`src/rtl/load_store_unit.sv`:
```
// -----------------------------------------------------------------------------
// load_store_unit
//   Byte/halfword/word load-store engine between the execute stage and a
//   word-wide data memory that has no byte enables. Sub-word stores therefore
//   run as read-modify-write: read the old word, merge the new lane, write back.
//   Loads are sign/zero-extended according to the RV32I funct3 encoding.
//   One request is in flight at a time; the sequencing is a small FSM
//   (IDLE, READ, WRITE, DONE).
//
//   Optional feature macro: MISALIGN_TRAP_EN
//     defined   : misaligned H/W accesses skip memory, finish in one cycle with
//                 misalign_o=1 and rdata_o=0.
//     undefined : misalign_o stays 0; low address bits are ignored per lane rules.
//
// Ports
//   clk_i       in   clock, rising edge
//   rst_i       in   synchronous active-high reset
//   req_i       in   request, accepted only in IDLE
//   we_i        in   1 = store, 0 = load
//   funct3_i    in   000 B, 001 H, 010 W, 100 BU, 101 HU (others invalid)
//   addr_i      in   byte address
//   wdata_i     in   store data (low bits used for B/H)
//   busy_o      out  FSM not in IDLE
//   done_o      out  one-cycle completion pulse
//   rdata_o     out  extended load result, held until next load completion
//   misalign_o  out  misalignment flag, valid with done_o
//   mem_we_o    out  memory write enable
//   mem_addr_o  out  word-aligned memory address
//   mem_data_o  out  memory write data
//   mem_data_i  in   memory read data, combinational from mem_addr_o
// -----------------------------------------------------------------------------
module load_store_unit #(
  parameter int ADDR_WIDTH = 12,
  parameter int DATA_WIDTH = 32
) (
  input  logic                  clk_i,
  input  logic                  rst_i,
  input  logic                  req_i,
  input  logic                  we_i,
  input  logic [2:0]            funct3_i,
  input  logic [ADDR_WIDTH-1:0] addr_i,
  input  logic [DATA_WIDTH-1:0] wdata_i,
  output logic                  busy_o,
  output logic                  done_o,
  output logic [DATA_WIDTH-1:0] rdata_o,
  output logic                  misalign_o,
  output logic                  mem_we_o,
  output logic [ADDR_WIDTH-1:0] mem_addr_o,
  output logic [DATA_WIDTH-1:0] mem_data_o,
  input  logic [DATA_WIDTH-1:0] mem_data_i
);

  localparam int NUM_LANES = DATA_WIDTH / 8;

  typedef enum logic [1:0] {
    S_IDLE  = 2'd0,
    S_READ  = 2'd1,
    S_WRITE = 2'd2,
    S_DONE  = 2'd3
  } state_t;

  state_t                r_state;
  logic                  r_we;
  logic                  r_write_en;   // store with a valid funct3
  logic [2:0]            r_funct3;
  logic [1:0]            r_offset;     // byte offset inside the word
  logic [15:0]           r_wdata;      // only B/H data is needed after accept
  logic [ADDR_WIDTH-1:0] r_mem_addr;
  logic [DATA_WIDTH-1:0] r_mem_data;
  logic [DATA_WIDTH-1:0] r_rdata;
  logic                  r_busy;
  logic                  r_done;
  logic                  r_misalign;

  // Decode of the incoming request (used at accept time). Stores take the
  // lane size from funct3[1:0]; bit 2 only matters for load extension.
  logic w_in_byte;
  logic w_in_half;
  logic w_in_word;
  logic w_in_valid;
  logic w_trap;

  assign w_in_byte  = (funct3_i[1:0] == 2'b00);
  assign w_in_half  = (funct3_i[1:0] == 2'b01);
  assign w_in_word  = (funct3_i == 3'b010);
  assign w_in_valid = w_in_byte | w_in_half | w_in_word;

`ifdef MISALIGN_TRAP_EN
  assign w_trap = (w_in_half & addr_i[0]) | (w_in_word & (addr_i[1:0] != 2'b00));
`else
  assign w_trap = 1'b0;
`endif

  // Decode of the latched request.
  logic w_byte;
  logic w_half;
  logic w_word;
  logic w_unsigned;

  assign w_byte     = (r_funct3[1:0] == 2'b00);
  assign w_half     = (r_funct3[1:0] == 2'b01);
  assign w_word     = (r_funct3 == 3'b010);
  assign w_unsigned = r_funct3[2];

  // Load lane extraction and extension from the word currently on mem_data_i.
  logic [7:0]            w_lane_byte;
  logic [15:0]           w_lane_half;
  logic [DATA_WIDTH-1:0] w_load_ext;

  assign w_lane_byte = mem_data_i[8*r_offset +: 8];
  assign w_lane_half = r_offset[1] ? mem_data_i[31:16] : mem_data_i[15:0];

  always_comb begin
    w_load_ext = '0;
    if (w_byte) begin
      w_load_ext = w_unsigned ? {{(DATA_WIDTH-8){1'b0}}, w_lane_byte}
                              : {{(DATA_WIDTH-8){w_lane_byte[7]}}, w_lane_byte};
    end else if (w_half) begin
      w_load_ext = w_unsigned ? {{(DATA_WIDTH-16){1'b0}}, w_lane_half}
                              : {{(DATA_WIDTH-16){w_lane_half[15]}}, w_lane_half};
    end else if (w_word) begin
      w_load_ext = mem_data_i;
    end
  end

  // Store merge: replace only the addressed lane(s) of the old word.
  // A halfword covers the lane pair selected by offset[1]; the upper byte of
  // the pair takes wdata[15:8].
  logic [DATA_WIDTH-1:0] w_merged;
  logic [NUM_LANES-1:0]  w_lane_hit;

  generate
    for (genvar gi = 0; gi < NUM_LANES; gi++) begin : g_lane
      localparam logic [1:0] LANE_IDX = 2'(gi);
      logic [7:0] w_lane_data;

      assign w_lane_hit[gi] = (w_byte & (r_offset == LANE_IDX)) |
                              (w_half & (r_offset[1] == LANE_IDX[1]));
      assign w_lane_data    = (w_half & LANE_IDX[0]) ? r_wdata[15:8] : r_wdata[7:0];
      assign w_merged[8*gi +: 8] = w_lane_hit[gi] ? w_lane_data : mem_data_i[8*gi +: 8];
    end
  endgenerate

  always_ff @(posedge clk_i) begin
    if (rst_i) begin
      r_state    <= S_IDLE;
      r_we       <= 1'b0;
      r_write_en <= 1'b0;
      r_funct3   <= 3'b000;
      r_offset   <= 2'b00;
      r_wdata    <= '0;
      r_mem_addr <= '0;
      r_mem_data <= '0;
      r_rdata    <= '0;
      r_busy     <= 1'b0;
      r_done     <= 1'b0;
      r_misalign <= 1'b0;
    end else begin
      case (r_state)
        S_IDLE: begin
          if (req_i) begin
            r_we       <= we_i;
            r_write_en <= we_i & w_in_valid;
            r_funct3   <= funct3_i;
            r_offset   <= addr_i[1:0];
            r_wdata    <= wdata_i[15:0];
            r_mem_addr <= {addr_i[ADDR_WIDTH-1:2], 2'b00};
            r_busy     <= 1'b1;
            if (w_trap) begin
              // Misaligned access: no memory cycle, report immediately.
              r_state    <= S_DONE;
              r_done     <= 1'b1;
              r_misalign <= 1'b1;
              r_rdata    <= '0;
            end else if (we_i & (w_in_word | !w_in_valid)) begin
              // Full-word stores (and invalid stores, which keep the normal
              // store latency but never raise mem_we_o) skip the read.
              r_state    <= S_WRITE;
              r_mem_data <= wdata_i;
            end else begin
              r_state <= S_READ;
            end
          end
        end
        S_READ: begin
          if (r_we) begin
            r_mem_data <= w_merged;
            r_state    <= S_WRITE;
          end else begin
            r_rdata <= w_load_ext;
            r_done  <= 1'b1;
            r_state <= S_DONE;
          end
        end
        S_WRITE: begin
          r_done  <= 1'b1;
          r_state <= S_DONE;
        end
        S_DONE: begin
          r_done     <= 1'b0;
          r_busy     <= 1'b0;
          r_misalign <= 1'b0;
          r_state    <= S_IDLE;
        end
        default: begin
          r_state <= S_IDLE;
          r_busy  <= 1'b0;
          r_done  <= 1'b0;
        end
      endcase
    end
  end

  // Gated by rst_i so a reset landing in the WRITE cycle cannot commit a
  // partial read-modify-write.
  assign mem_we_o   = (r_state == S_WRITE) & r_write_en & !rst_i;
  assign mem_addr_o = r_mem_addr;
  assign mem_data_o = r_mem_data;
  assign busy_o     = r_busy;
  assign done_o     = r_done;
  assign rdata_o    = r_rdata;
  assign misalign_o = r_misalign;

endmodule

```
`config.mk`:
```
export PLATFORM = sky130hd
export DESIGN_NAME = load_store_unit
export DESIGN_NICKNAME = d
export VERILOG_FILES = /design/src/rtl/load_store_unit.sv
export SDC_FILE = /design/constraint.sdc
export NUM_CORES = 1
export LEC_CHECK = 0
export CORE_MARGIN = 2
export CORE_UTILIZATION = 30
export CTS_BUF_LIST = sky130_fd_sc_hd__clkbuf_4
export CTS_CLUSTER_DIAMETER = 80
export DETAILED_ROUTE_END_ITERATION = 12
export RECOVER_POWER = 25
export SLEW_MARGIN = 20
export SYNTH_ARGS = -nofsm -noshare
export SYNTH_HDL_FRONTEND = slang
export SYNTH_SLANG_ARGS = --single-unit
```
`constraint.sdc`:
```
create_clock -name clk_i -period 6 [get_ports clk_i]
set_clock_uncertainty 0.2 [all_clocks]
set_input_delay 0.6 -clock clk_i [delete_from_list [all_inputs] [get_ports clk_i]]
set_output_delay 0.6 -clock clk_i [all_outputs]
set_load 0.02 [all_outputs]
```
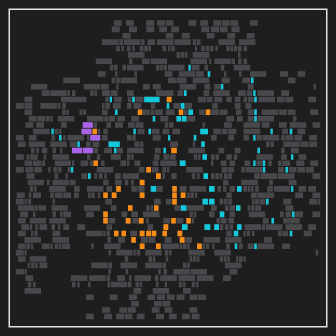
Figure 1: selected gate families.
legend:
  and/or cells:
    color: orange
    cells: 39
  nor cells:
    color: cyan
    cells: 65
  fa/ha/maj cells:
    color: purple
    cells: 5
    where: left middle
share of cell area taken by multi-input logic gates: 40.9%
number of standard cells in the final layout excluding fillers: 992
most common cell after layout, fill and taps aside: clkdlybuf4s50_1

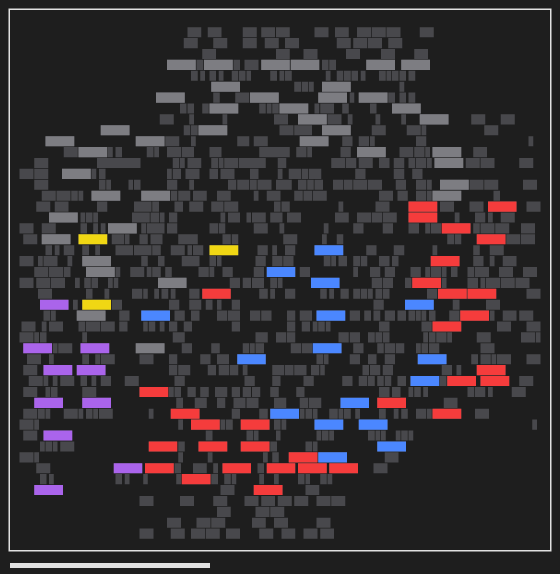
Figure 2: register map, names as in the netlist.
The bar under the picture is 50 um long. Other sequential cells in the stronger gray, the rest of the logic in the fainter gray.
legend:
  r_wdata:
    color: blue
    flops: 16
  r_funct3:
    color: yellow
    flops: 3
  mem_addr_o:
    color: purple
    flops: 10
  mem_data_o:
    color: red
    flops: 32
not colored: 40
core occupancy in the finished layout: 41.5%
Seq area share: 29.3%
flip-flop and latch area: 2020 um^2

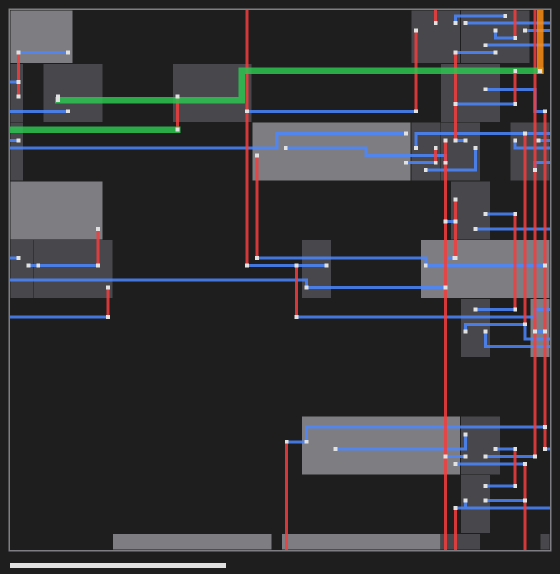
Figure 3: layout detail.
The bar under the picture is 10 um long. Region (21, 21) to (46, 46) um. Cells in gray, sequential cells in the stronger gray; small squares are vias.
legend:
  metal 3:
    color: green
  metal 1:
    color: blue
  metal 4:
    color: orange
  metal 2:
    color: red
cells with their middle in the window: 19
netlist names of flops here include: mem_data_o (3), mem_addr_o (1)
most frequent: nand2_1 (4), dfxtp_1 (4), a21oi_1 (3)
sequential cells in the window: 4

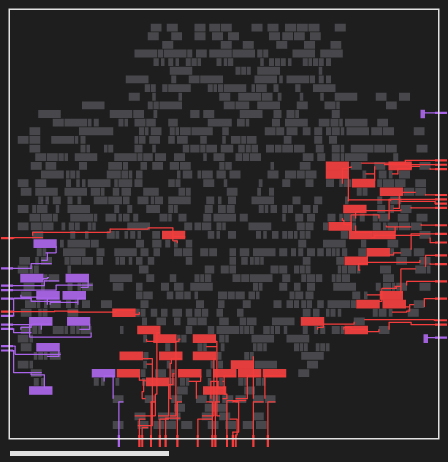
Figure 4: I/O nets highlighted.
The bar under the picture is 50 um long.
legend:
  mem_data_o:
    color: red
    bits: 32
    direction: output
    end_cells: 32
    wire: 943 um
  mem_addr_o:
    color: purple
    bits: 12
    direction: output
    end_cells: 12
    wire: 269 um
number of I/O port buffers: 159
top-level port count: 163

==> results.txt <==
Notes on the physical implementation.

- The detail route stage leaves a number of antenna-violating nets equal to 0.
- The number of pins exceeding their max-slew limit in the final report is a little under 70, for reference.
- Relative to the synthesized area, the layout overhead comes to 34.7%.
- The critical path is of the input port to register type.
- The critical path goes through buf_2 > clkbuf_1 > a21oi_2 > o21ai_0 > a21oi_1.
- The script extracted a total leakage power of 0.00246 uW.
- In the final layout, the share of cells above drive strength 1 is 6.22%.
- The detailed router reported a total wirelength of between 15 and 20 mm.
- The path category of the worst min-delay check is register to register, for reference.
- The via count of the first global-routing pass is between 4k and 5k, for reference.
- According to the floorplan report, the die height is 135 um.
- The checks that failed: capacitance limit, slew limit.
- For this run, the script counts the antenna cells in the layout as 0.
- During synthesis, Yosys emitted a total of 0 warnings.
- The worst-case clock buffer depth is 2, for reference.
- The final layout reports a setup TNS of 0 ns.
- The floorplan step records an initial core utilization of 30.8%.
- The number of setup violations in the final report is 0, for reference.
- The maximum net fanout on the critical path is around 67, for reference.
- TritonCTS built the clock tree.
- The synthesis report gives the async set-or-reset register share as 0%.
- The chip area is 18200 um^2, for reference.
- The endpoint class of the critical path is a register, for reference.
- The initial antenna violation count is 0, for reference.
- The most common logic cells in the final layout are 134 x clkdlybuf4s50_1, 107 x nand2_1, 101 x dfxtp_1.
- The run finished, with violations left.
- The pre-antenna-repair detailed-routing pass consisted of 7 iterations.
- The master of the slowest instance on the critical path is clkbuf_1, for reference.
- The number of register bits inferred by synthesis is 101, for reference.
- The number of design rule violations left after detail routing is 0, for reference.
- The synth_stat.txt file lists the number of cells as around 650.
- The buffer cell driving the clock tree root is clkbuf_4, for reference.
- The post-CTS clock slew at the launch and capture registers of the worst setup and hold paths is 0.15 ns, for reference.
- After floorplanning, the core was divided into 47 placement rows.
- The average via count per standard cell is about 5.1, for reference.
- The maximum achievable frequency is between 0.2 and 0.3 GHz, for reference.
- For the finished layout, the period the worst path requires is 3.93 ns.
- Setup repair after global routing left no endpoint under its margin.
- The CTS sink count is slightly above 100, for reference.
- The required time of the critical path is approximately 6.2 ns, for reference.
- The worst-case IR drop observed on VDD is between 0.2 and 0.25 mV.
- The region available for standard cell placement spans 16600 um^2.
- Entering global routing, the biggest net connects just under 70 pins.
- The detailed-route wire length per cell is approximately 18 um, for reference.
- Data on the critical path arrives at its endpoint at between 4 and 5 ns.
- Summed over all layers, the global routing overflow is 0.
- The critical path contains buffers and inverters numbering 2 combined.
- In this run the cell area of the synthesized design comes to 5130 um^2.
- After synthesis, the chip area reported by Yosys is 5130 um^2.
- The slew at the pin closest to its max-slew limit is approximately 3.1 ns, for reference.
- The placed instance count is between 900 and 1k, for reference.
- The number of warnings reported in the stage logs is 30.
- The total routing resource utilization after global routing is a little under 20%, for reference.
- The average size of a mapped cell is approximately 8 um^2, for reference.
- According to the finish report, the design has a final net count of ~860.
- The final critical path takes up roughly two thirds of the cycle.
- For this run, the register share of the synthesized area comes to 39.4%.
- The H-tree depth reported by CTS is 3, for reference.
- The sum of internal, switching and leakage power is around 2600 uW, for reference.
- In the synthesized netlist the dominant register cell turns out to be dfxtp_1.
- The total clock buffers created by CTS is 9, for reference.
- Grouping stages by cell kind, the critical path spends the most delay in buffers and inverters.
- The number of setup buffers added after CTS is 0, for reference.
- In this run the tightest slew margin relative to its limit is -104%.
- The sum of net half-perimeters after detailed placement is 12.8 mm, for reference.
- The longest incremental delay of any stage on the critical path is reported as 2.21 ns.
- Per the final timing report, the hold violations number 0.
- Per the run summary, max-cap violations total 1.
- The later pin in the worst-skew pair is clocked with a latency of ~0.48 ns.
- The wire length of the first global-routing pass is around 27 mm, for reference.
- The worst setup path is launched from an input port.
- The cell count after synthesis is 648, for reference.
- Yosys mapped a number of flops with a built-in enable equal to 0.
- The final RePlAce weighted congestion is slightly above 0.8, for reference.
- After detailed placement, the total cell area comes to 6790 um^2.
- In this run, post-CTS repair resized a total of 0 instances.
- The iteration-0 DRC count of the detailed router is 431, for reference.
- The final cell area excluding filler cells is between 6000 and 7000 um^2, for reference.
- The horizontal die dimension is ~130 um, for reference.
- The netlist uses approximately 45 different library cells.
- The total power divided by cell area is roughly 380 nW/um^2, for reference.
- For this design, the CTS-stage hold fixing added 0 buffers.
- For this block, the via count after detailed routing is a little over 5k.
kinds of logic (layout without fill, tap and decap cells):
group,Yosys count,in the layout,share of synthesized area (%)
compound gates,229,229,28.3
fa+ha+maj,5,5,1.22
buf+inv,64,186,5.71
flops,101,101,39.4
mux,23,23,4.51
other cells,1,3,0.0731
simple gates,225,225,20.8
cell usage after synthesis, types with 8 or more instances:
| cell type | instances | area, um^2 |
|---|---|---|
| nor3b_1 | 8 | 60.1 |
| and3_1 | 16 | 100 |
| nor2_1 | 41 | 154 |
| buf_2 | 9 | 45.0 |
| o21ai_0 | 33 | 165 |
| o211ai_1 | 16 | 120 |
| o311ai_0 | 16 | 140 |
| clkbuf_1 | 39 | 146 |
| mux2i_1 | 22 | 220 |
| a21oi_1 | 99 | 495 |
| or2_2 | 17 | 106 |
| nand2_1 | 107 | 402 |
| a21boi_0 | 16 | 120 |
| dfxtp_1 | 101 | 2020 |
| a211oi_1 | 25 | 188 |
| nor2b_1 | 11 | 68.8 |
| nand2b_1 | 11 | 68.8 |
| buf_4 | 9 | 67.6 |
state kept, by name, indices dropped and copies added (netlist names):
register / count
r_offset: 2
mem_data_o: 32
mem_addr_o: 10
r_wdata: 16
r_write_en: 1
busy_o: 1
rdata_o: 32
r_state: 2
done_o: 1
r_funct3: 3
r_we: 1
worst min-delay path, stage by stage (launching register included):
cell     delay (ns)
dfxtp_1        0.34
nand2_1        0.05
a21oi_1        0.05
layout make-up:
class	instances	area (um^2)
Clock buffer	11	82.6
Clock inverter	3	38.8
Fill cell	1715	9740
Inverter	4	15.0
Multi-Input combinational cell	485	2820
Sequential cell	101	2020
Tap cell	220	275
Timing Repair Buffer	168	1650
where the power goes:
group,switching (uW),internal (uW)
Sequential,110,854
Clock,223,131
Combinational,781,548
per-layer routing:
metal	part of all wire [%]	vias up	track usage, %
li1	-	2526	-
met3	7.2	26	5.07
met5	0	-	0
met4	2.4	0	6.96
met2	44	186	29.2
met1	46	2333	26.7
final timing paths:
kind	from	cells after the start	slack, ns	to
min reg2reg	mem_addr_o[10]	2	0.26	mem_addr_o[10]
max reg2reg	r_state[1]	7	3.01	mem_data_o[29]
min	mem_addr_o[10]	2	0.26	mem_addr_o[10]
max	rst_i	5	2.07	rdata_o[20]
through the flow:
stage	setup WS [ns]	hold slack (ns)
2_1_floorplan	3.95	0.232
3_3_place_gp	2.78	0.241
3_5_place_dp	2.71	0.246
4_1_cts	2.68	0.264
5_1_grt	1.68	0.280
6_report	2.07	0.263
Power is estimated from default activity; no workload was simulated.
